==> config.mk <==
export PLATFORM = sky130hd
export DESIGN_NAME = braille_line_out
export DESIGN_NICKNAME = d
export VERILOG_FILES = /design/src/rtl/braille_line_out.sv
export SDC_FILE = /design/constraint.sdc
export NUM_CORES = 1
export LEC_CHECK = 0
export CAP_MARGIN = 20
export CORE_MARGIN = 2
export CORE_UTILIZATION = 58
export DETAILED_ROUTE_END_ITERATION = 7
export GPL_ROUTABILITY_DRIVEN = 0
export PLACE_DENSITY = 0.78
export SKIP_CTS_REPAIR_TIMING = 1
export SKIP_LAST_GASP = 1
export SLEW_MARGIN = 15
export SYNTH_ARGS = -nofsm -noshare
export SYNTH_HDL_FRONTEND = slang
export SYNTH_SLANG_ARGS = --single-unit
==> constraint.sdc <==
create_clock -name clk -period 3.4 [get_ports clk]
set_input_delay 0.34 -clock clk [delete_from_list [all_inputs] [get_ports clk]]
set_output_delay 0.34 -clock clk [all_outputs]
set_load 0.02 [all_outputs]
==> src/rtl/braille_line_out.sv <==
// braille_line_out: gathers 6-bit braille cells into a display line and shifts it out serially.
// Latency: LINE_CELLS*6*2*CLK_DIV clk of shifting after the last cell of a line is popped, then a 1-clk latch.
// Backpressure: none upstream; a small FIFO absorbs cells during SHIFT, overflow flags any cell dropped while full.
//
// Ports:
//   clk, rst            system clock; asynchronous active-high reset
//   cell_in, cell_valid one braille cell per valid pulse (bit0 = dot1 ... bit5 = dot6)
//   flush               emit the partially filled line, padded with blank cells
//   ready               input FIFO not full
//   sclk, sdo           serial clock/data to the pin drivers; sdo is stable around each sclk rise
//   latch               one-clk strobe after the last bit of a line
//   busy                high while a line is being shifted or latched
//   overflow            sticky: at least one cell was dropped since reset

// sync_fifo: generic synchronous first-word-fall-through FIFO.
// Latency: a pushed word is visible on dout the cycle after the push.
// Backpressure: push ignored while full, pop ignored while empty.
module sync_fifo #(
  parameter int WIDTH = 6,
  parameter int DEPTH = 4
) (
  input  logic             clk,
  input  logic             rst,
  input  logic             push,
  input  logic [WIDTH-1:0] din,
  input  logic             pop,
  output logic [WIDTH-1:0] dout,
  output logic             full,
  output logic             empty
);

  localparam int AW = (DEPTH > 1) ? $clog2(DEPTH) : 1;
  localparam logic [AW-1:0] PTR_LAST = AW'(DEPTH - 1);
  localparam logic [AW:0]   CNT_FULL = (AW + 1)'(DEPTH);

  logic [WIDTH-1:0] mem [DEPTH];
  logic [AW-1:0]    wr_ptr;
  logic [AW-1:0]    rd_ptr;
  logic [AW:0]      count;
  logic             push_ok;
  logic             pop_ok;

  assign full    = (count == CNT_FULL);
  assign empty   = (count == '0);
  assign push_ok = push && !full;
  assign pop_ok  = pop && !empty;
  assign dout    = mem[rd_ptr];

  // Storage needs no reset: count gates every read.
  always_ff @(posedge clk) begin
    if (push_ok) begin
      mem[wr_ptr] <= din;
    end
  end

  always_ff @(posedge clk or posedge rst) begin
    if (rst) begin
      wr_ptr <= '0;
      rd_ptr <= '0;
      count  <= '0;
    end else begin
      if (push_ok) begin
        wr_ptr <= (wr_ptr == PTR_LAST) ? '0 : wr_ptr + AW'(1);
      end
      if (pop_ok) begin
        rd_ptr <= (rd_ptr == PTR_LAST) ? '0 : rd_ptr + AW'(1);
      end
      // Simultaneous push and pop leave the occupancy untouched.
      case ({push_ok, pop_ok})
        2'b10:   count <= count + (AW + 1)'(1);
        2'b01:   count <= count - (AW + 1)'(1);
        default: count <= count;
      endcase
    end
  end

endmodule

// braille_line_out: line assembler and serial shifter for the refreshable display.
// Latency: latch pulses LINE_CELLS*6*2*CLK_DIV + 1 clk after the pop that completes a line.
// Backpressure: ready = FIFO not full; cells arriving while full are dropped and set overflow.
module braille_line_out #(
  parameter int LINE_CELLS = 8,
  parameter int FIFO_DEPTH = 4,
  parameter int CLK_DIV    = 4
) (
  input  logic       clk,
  input  logic       rst,
  input  logic [5:0] cell_in,
  input  logic       cell_valid,
  input  logic       flush,
  output logic       ready,
  output logic       sclk,
  output logic       sdo,
  output logic       latch,
  output logic       busy,
  output logic       overflow
);

  localparam int NBITS = LINE_CELLS * 6;
  localparam int WR_W  = $clog2(LINE_CELLS + 1);
  localparam int BIT_W = $clog2(NBITS);
  localparam int DIV_W = (CLK_DIV > 1) ? $clog2(CLK_DIV) : 1;

  localparam logic [WR_W-1:0]  WR_LAST  = WR_W'(LINE_CELLS - 1);
  localparam logic [BIT_W-1:0] BIT_LAST = BIT_W'(NBITS - 1);
  localparam logic [DIV_W-1:0] DIV_LAST = DIV_W'(CLK_DIV - 1);

  typedef enum logic [2:0] {
    IDLE,
    FILL,
    SHIFT,
    LATCH,
    CLEAR
  } state_t;

  state_t state_q;
  state_t state_d;

  // Input FIFO
  logic       fifo_full;
  logic       fifo_empty;
  logic [5:0] fifo_dout;
  logic       push;
  logic       pop;

  // Line assembly
  logic [LINE_CELLS-1:0][5:0] line_q;
  logic [NBITS-1:0]           line_flat;
  logic [WR_W-1:0]            wr_idx;
  logic                       flush_pending;
  logic                       fp_clr;

  // Serializer
  logic [BIT_W-1:0] bit_cnt;
  logic [DIV_W-1:0] div_cnt;
  logic             sclk_q;
  logic             phase_end;
  logic             overflow_q;

  assign push = cell_valid && !fifo_full;

  sync_fifo #(
    .WIDTH(6),
    .DEPTH(FIFO_DEPTH)
  ) u_fifo (
    .clk  (clk),
    .rst  (rst),
    .push (push),
    .din  (cell_in),
    .pop  (pop),
    .dout (fifo_dout),
    .full (fifo_full),
    .empty(fifo_empty)
  );

  // Cell 0 lands in the top six bits so that the serial order (cell 0 first,
  // bit5 first within a cell) becomes a simple descending walk of one vector.
  always_comb begin
    line_flat = '0;
    for (int i = 0; i < LINE_CELLS; i++) begin
      line_flat[NBITS - 1 - 6 * i -: 6] = line_q[i];
    end
  end

  assign phase_end = (div_cnt == DIV_LAST);

  // Next-state and control decode
  always_comb begin
    state_d = state_q;
    pop     = 1'b0;
    fp_clr  = 1'b0;
    case (state_q)
      IDLE: begin
        if (!fifo_empty) begin
          state_d = FILL;
        end else if (flush_pending && (wr_idx == '0)) begin
          // Flush of an empty line: nothing to show, just forget it.
          fp_clr = 1'b1;
        end
      end
      FILL: begin
        if (!fifo_empty) begin
          pop = 1'b1;
          // Leave on the same edge as the pop that completes the line.
          if (wr_idx == WR_LAST) begin
            state_d = SHIFT;
            fp_clr  = 1'b1;
          end
        end else if (flush_pending) begin
          fp_clr = 1'b1;
          if (wr_idx != '0) begin
            state_d = SHIFT;
          end else begin
            state_d = IDLE;
          end
        end
      end
      SHIFT: begin
        if (phase_end && sclk_q && (bit_cnt == BIT_LAST)) begin
          state_d = LATCH;
        end
      end
      LATCH: begin
        state_d = CLEAR;
      end
      CLEAR: begin
        state_d = fifo_empty ? IDLE : FILL;
      end
      default: begin
        state_d = IDLE;
      end
    endcase
  end

  always_ff @(posedge clk or posedge rst) begin
    if (rst) begin
      state_q <= IDLE;
    end else begin
      state_q <= state_d;
    end
  end

  // A new flush request wins over a clear in the same cycle, so a flush that
  // coincides with entry to SHIFT still applies to the following line.
  always_ff @(posedge clk or posedge rst) begin
    if (rst) begin
      flush_pending <= 1'b0;
      overflow_q    <= 1'b0;
    end else begin
      if (flush) begin
        flush_pending <= 1'b1;
      end else if (fp_clr) begin
        flush_pending <= 1'b0;
      end
      if (cell_valid && fifo_full) begin
        overflow_q <= 1'b1;
      end
    end
  end

  // Line buffer: filled one cell per pop, wiped in CLEAR so unfilled cells
  // of a flushed line go out as blanks.
  always_ff @(posedge clk or posedge rst) begin
    if (rst) begin
      line_q <= '0;
      wr_idx <= '0;
    end else if (state_q == CLEAR) begin
      line_q <= '0;
      wr_idx <= '0;
    end else if (pop) begin
      for (int i = 0; i < LINE_CELLS; i++) begin
        if (wr_idx == WR_W'(i)) begin
          line_q[i] <= fifo_dout;
        end
      end
      wr_idx <= wr_idx + WR_W'(1);
    end
  end

  // Serializer: each bit spends CLK_DIV cycles with sclk low, then CLK_DIV
  // with sclk high; bit_cnt advances when the high phase ends. Counters sit
  // at zero outside SHIFT so every line starts cleanly at bit 0.
  always_ff @(posedge clk or posedge rst) begin
    if (rst) begin
      sclk_q  <= 1'b0;
      div_cnt <= '0;
      bit_cnt <= '0;
    end else if (state_q == SHIFT) begin
      if (phase_end) begin
        div_cnt <= '0;
        sclk_q  <= !sclk_q;
        if (sclk_q) begin
          bit_cnt <= (bit_cnt == BIT_LAST) ? '0 : bit_cnt + BIT_W'(1);
        end
      end else begin
        div_cnt <= div_cnt + DIV_W'(1);
      end
    end else begin
      sclk_q  <= 1'b0;
      div_cnt <= '0;
      bit_cnt <= '0;
    end
  end

  // sdo is decoded from registers that only change at the end of a high
  // phase, so it is settled for the whole low phase before each sclk rise.
  assign sdo      = (state_q == SHIFT) ? line_flat[BIT_LAST - bit_cnt] : 1'b0;
  assign sclk     = sclk_q;
  assign latch    = (state_q == LATCH);
  assign busy     = (state_q == SHIFT) || (state_q == LATCH);
  assign ready    = !fifo_full;
  assign overflow = overflow_q;

endmodule

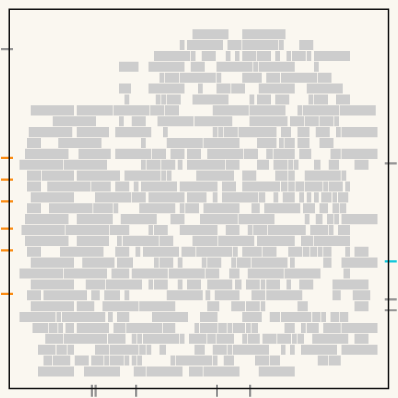
(images/pinout.png)
(4 px per um) Pins as bars across the die edge, other pins in gray.
[sclk] cyan | pins: 1 | direction: output | edge: right
[cell_in] orange | pins: 6 | direction: input | edge: left
all pins by edge: 7 left, 5 bottom, 4 right

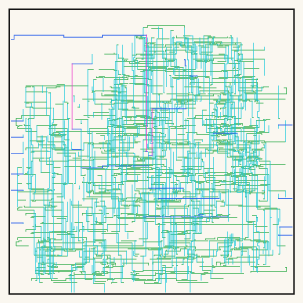
(images/layers.png)
(3 px per um)
[M2] cyan | wire length: 4470 um
[M4] magenta | wire length: 76.2 um
[M1] green | wire length: 3990 um
[M3] blue | wire length: 211 um

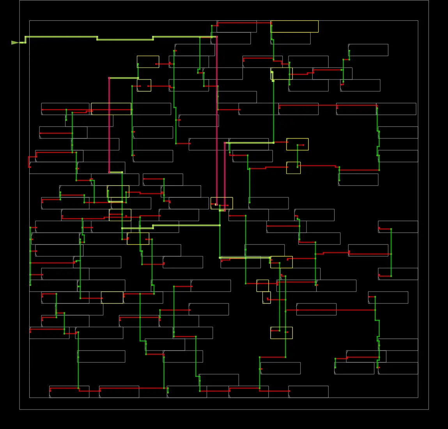
(images/clock_nets.png)
Worst-Skew Late Latency: 0.37 ns
final setup skew: 0.0176 ns
cts bufs inserted: 9
number of sequential storage elements: 97
number of sinks on the clock net: 97

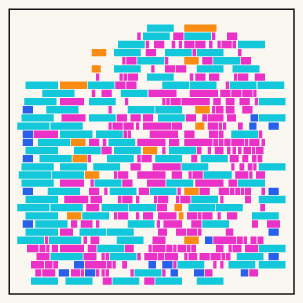
(images/class_map.png)
(3 px per um)
[remaining buffers and delay cells] blue | cells: 21 | share of their area: 3.9%
[remaining logic cells] magenta | cells: 252 | share of their area: 41%
[clock drivers and dummy loads] orange | cells: 16 | share of their area: 4.4%
[sequential cells] cyan | cells: 97 | share of their area: 50%

[worst reg2reg max path: cells and delay by family (launching register included)]
family                   cells  cell delay (ns)
buffers and inverters        3             0.53
flip-flops                   1             0.43
AND/OR/NAND/NOR              3             0.34
XOR/XNOR                     2             0.30
adder cells (fa/ha/maj)      2             0.60
[layer usage]
layer  share of wire [%]  up-vias  track usage, %
met5                   0        -               0
met4                0.87        0            7.61
met3                 2.4        6            2.87
met2                  51       33            36.8
met1                  46     1468            30.7
li1                    -     1337               -
[cells by family after synthesis]
group | count (synthesis) | synth area share [%]
AND-OR/OR-AND | 22 | 3.43
buffers and inverters | 27 | 3.19
XOR/XNOR | 10 | 1.85
multiplexers | 77 | 21.3
AND/OR/NAND/NOR | 117 | 12.7
flip-flops | 97 | 53.7
adder cells (fa/ha/maj) | 14 | 3.85
==> out/results.md <==
| Metric | This run | Unit |
|:---|:---|:---|
| Critical Path Sink Type | primary output | - |
| Combinational logic power | 1.53 | mW |
| Critical path fanouts, max | 13 | - |
| Total global routing track utilization | 22.2 | % |
| Area delta synth->final | 9.39 | % |
| Most instantiated flip-flop cell in the synthesis netlist | dfrtp_1 | - |
| Worst hold endpoint | div_cnt[0] | - |
| Initial antenna violation count | 0 | - |
| Ratio of cells with drive above 1 in the final layout | 12.7 | % |
| Run status | completed | - |
| Synth top cells by count | dfrtp_1, nor2_1, mux2i_1 | - |
| Worst r2r src | u_fifo.count[2] | - |
| Crit path DRT | 3.06 | ns |
| CTS tree | done | - |
| Post-route cell area | 5190 | um^2 |
| Start point of the worst min-delay path | div_cnt[0] | - |
| Final hold vios | 0 | - |
| End of the critical path | sdo | - |
| Core region area | 7810 | um^2 |
| Register share of total power | 44.5 | % |
| Count of pins over their slew limit | 0 | - |
| Max-area cell share | 38.5 | % |
| Pint | 2.69 | mW |
| Layout Utilization | 66.5 | % |
| CP max stage delay | 0.62 | ns |
| Count of non-CTS buffers in the layout | 21 | - |
| Max power group | registers | - |
| Reg-to-Reg End | u_fifo.count[2] | - |
| Worst path cell trace | and2b_2, a221oi_1, o21bai_1, a2111oi_2, a41o_1, clkdlybuf4s50_1 | - |
| PwrDens | 816 | nW/um^2 |
| Floorplan die height | 94.4 | um |
| Hold-critical path depth | 1 | - |
| Placed Instances | 472 | - |
| IO Pins | 16 | - |
| Number of flip-flops in the largest register | 48 | - |
| Clock net power | 0.819 | mW |
| CP bufs+invs | 1 | - |
| Netlist area before placement | 4740 | um^2 |
| Global-route wire length before repair | 15.2 | mm |
| Setup repair after global routing missed its margin | no | - |
| Worst endpoint data arrival time | 2.85 | ns |
| Register Area | 2550 | um^2 |
| Most common cell in the netlist | dfrtp_1 | - |
| DIE AREA | 8920 | um^2 |
| Iter 0 DRT Violations | 184 | - |
| Clock-pin slew on the worst setup and hold paths | 0.10 | ns |
| Total Wirelength | 8.74 | mm |
| Worst vdd rail ir drop | 0.000561 | V |
| Number of flops mapped to enable cells by yosys | 24 | - |
| Total congestion overflow after global routing | 0 | - |
| Part of the total power dissipated in the clock network | 19.3 | % |
| Number of nets at floorplan | 388 | - |
| Top logic cell by instance count in the layout | dfrtp_1 | - |
| Maximum number of pins on one net before global-route repair | 74 | - |
| Num tapcells | 102 | - |
| Total of fill cells in the finished design | 566 | - |
| Floorplan die width | 94.4 | um |
| Post-place setup slack | 0.581 | ns |
| Class of the most critical setup path | reg -> out | - |
| Switching Power | 1.55 | mW |
| Top Family by Delay on Critical Path | AND-OR/OR-AND gates | - |
| Routed vias | 2844 | - |
| Routed wire length per instance | 17.9 | um |
| Max-cap violation count | 0 | - |
| Ys flops | 97 | - |
| Hold slack | 0.468 | ns |
| Number of clock buffer instances in the layout | 11 | - |
| I/O Buffers | 15 | - |
| Non-clock buffer share | 3.76 | % |
| HP Class | reg -> reg | - |
| Number of global-route vias before repair | 2986 | - |
| H-tree depth reported by CTS | 3 | - |
| OpenROAD warnings | 32 | - |
| Count of warnings emitted by yosys | 0 | - |
| Post-synthesis cell count from yosys | 364 | - |
| Worst Slack Setup Final | 0.210 | ns |
| Count of inserted antenna diode cells | 0 | - |
| Sequential portion of the cell area | 49.1 | % |
| R2R setup slack | 1.12 | ns |
| Leakage power total | 2.50 | nW |
| Number of non-filler instances in the completed layout | 488 | - |
Power is estimated from default activity; no workload was simulated.
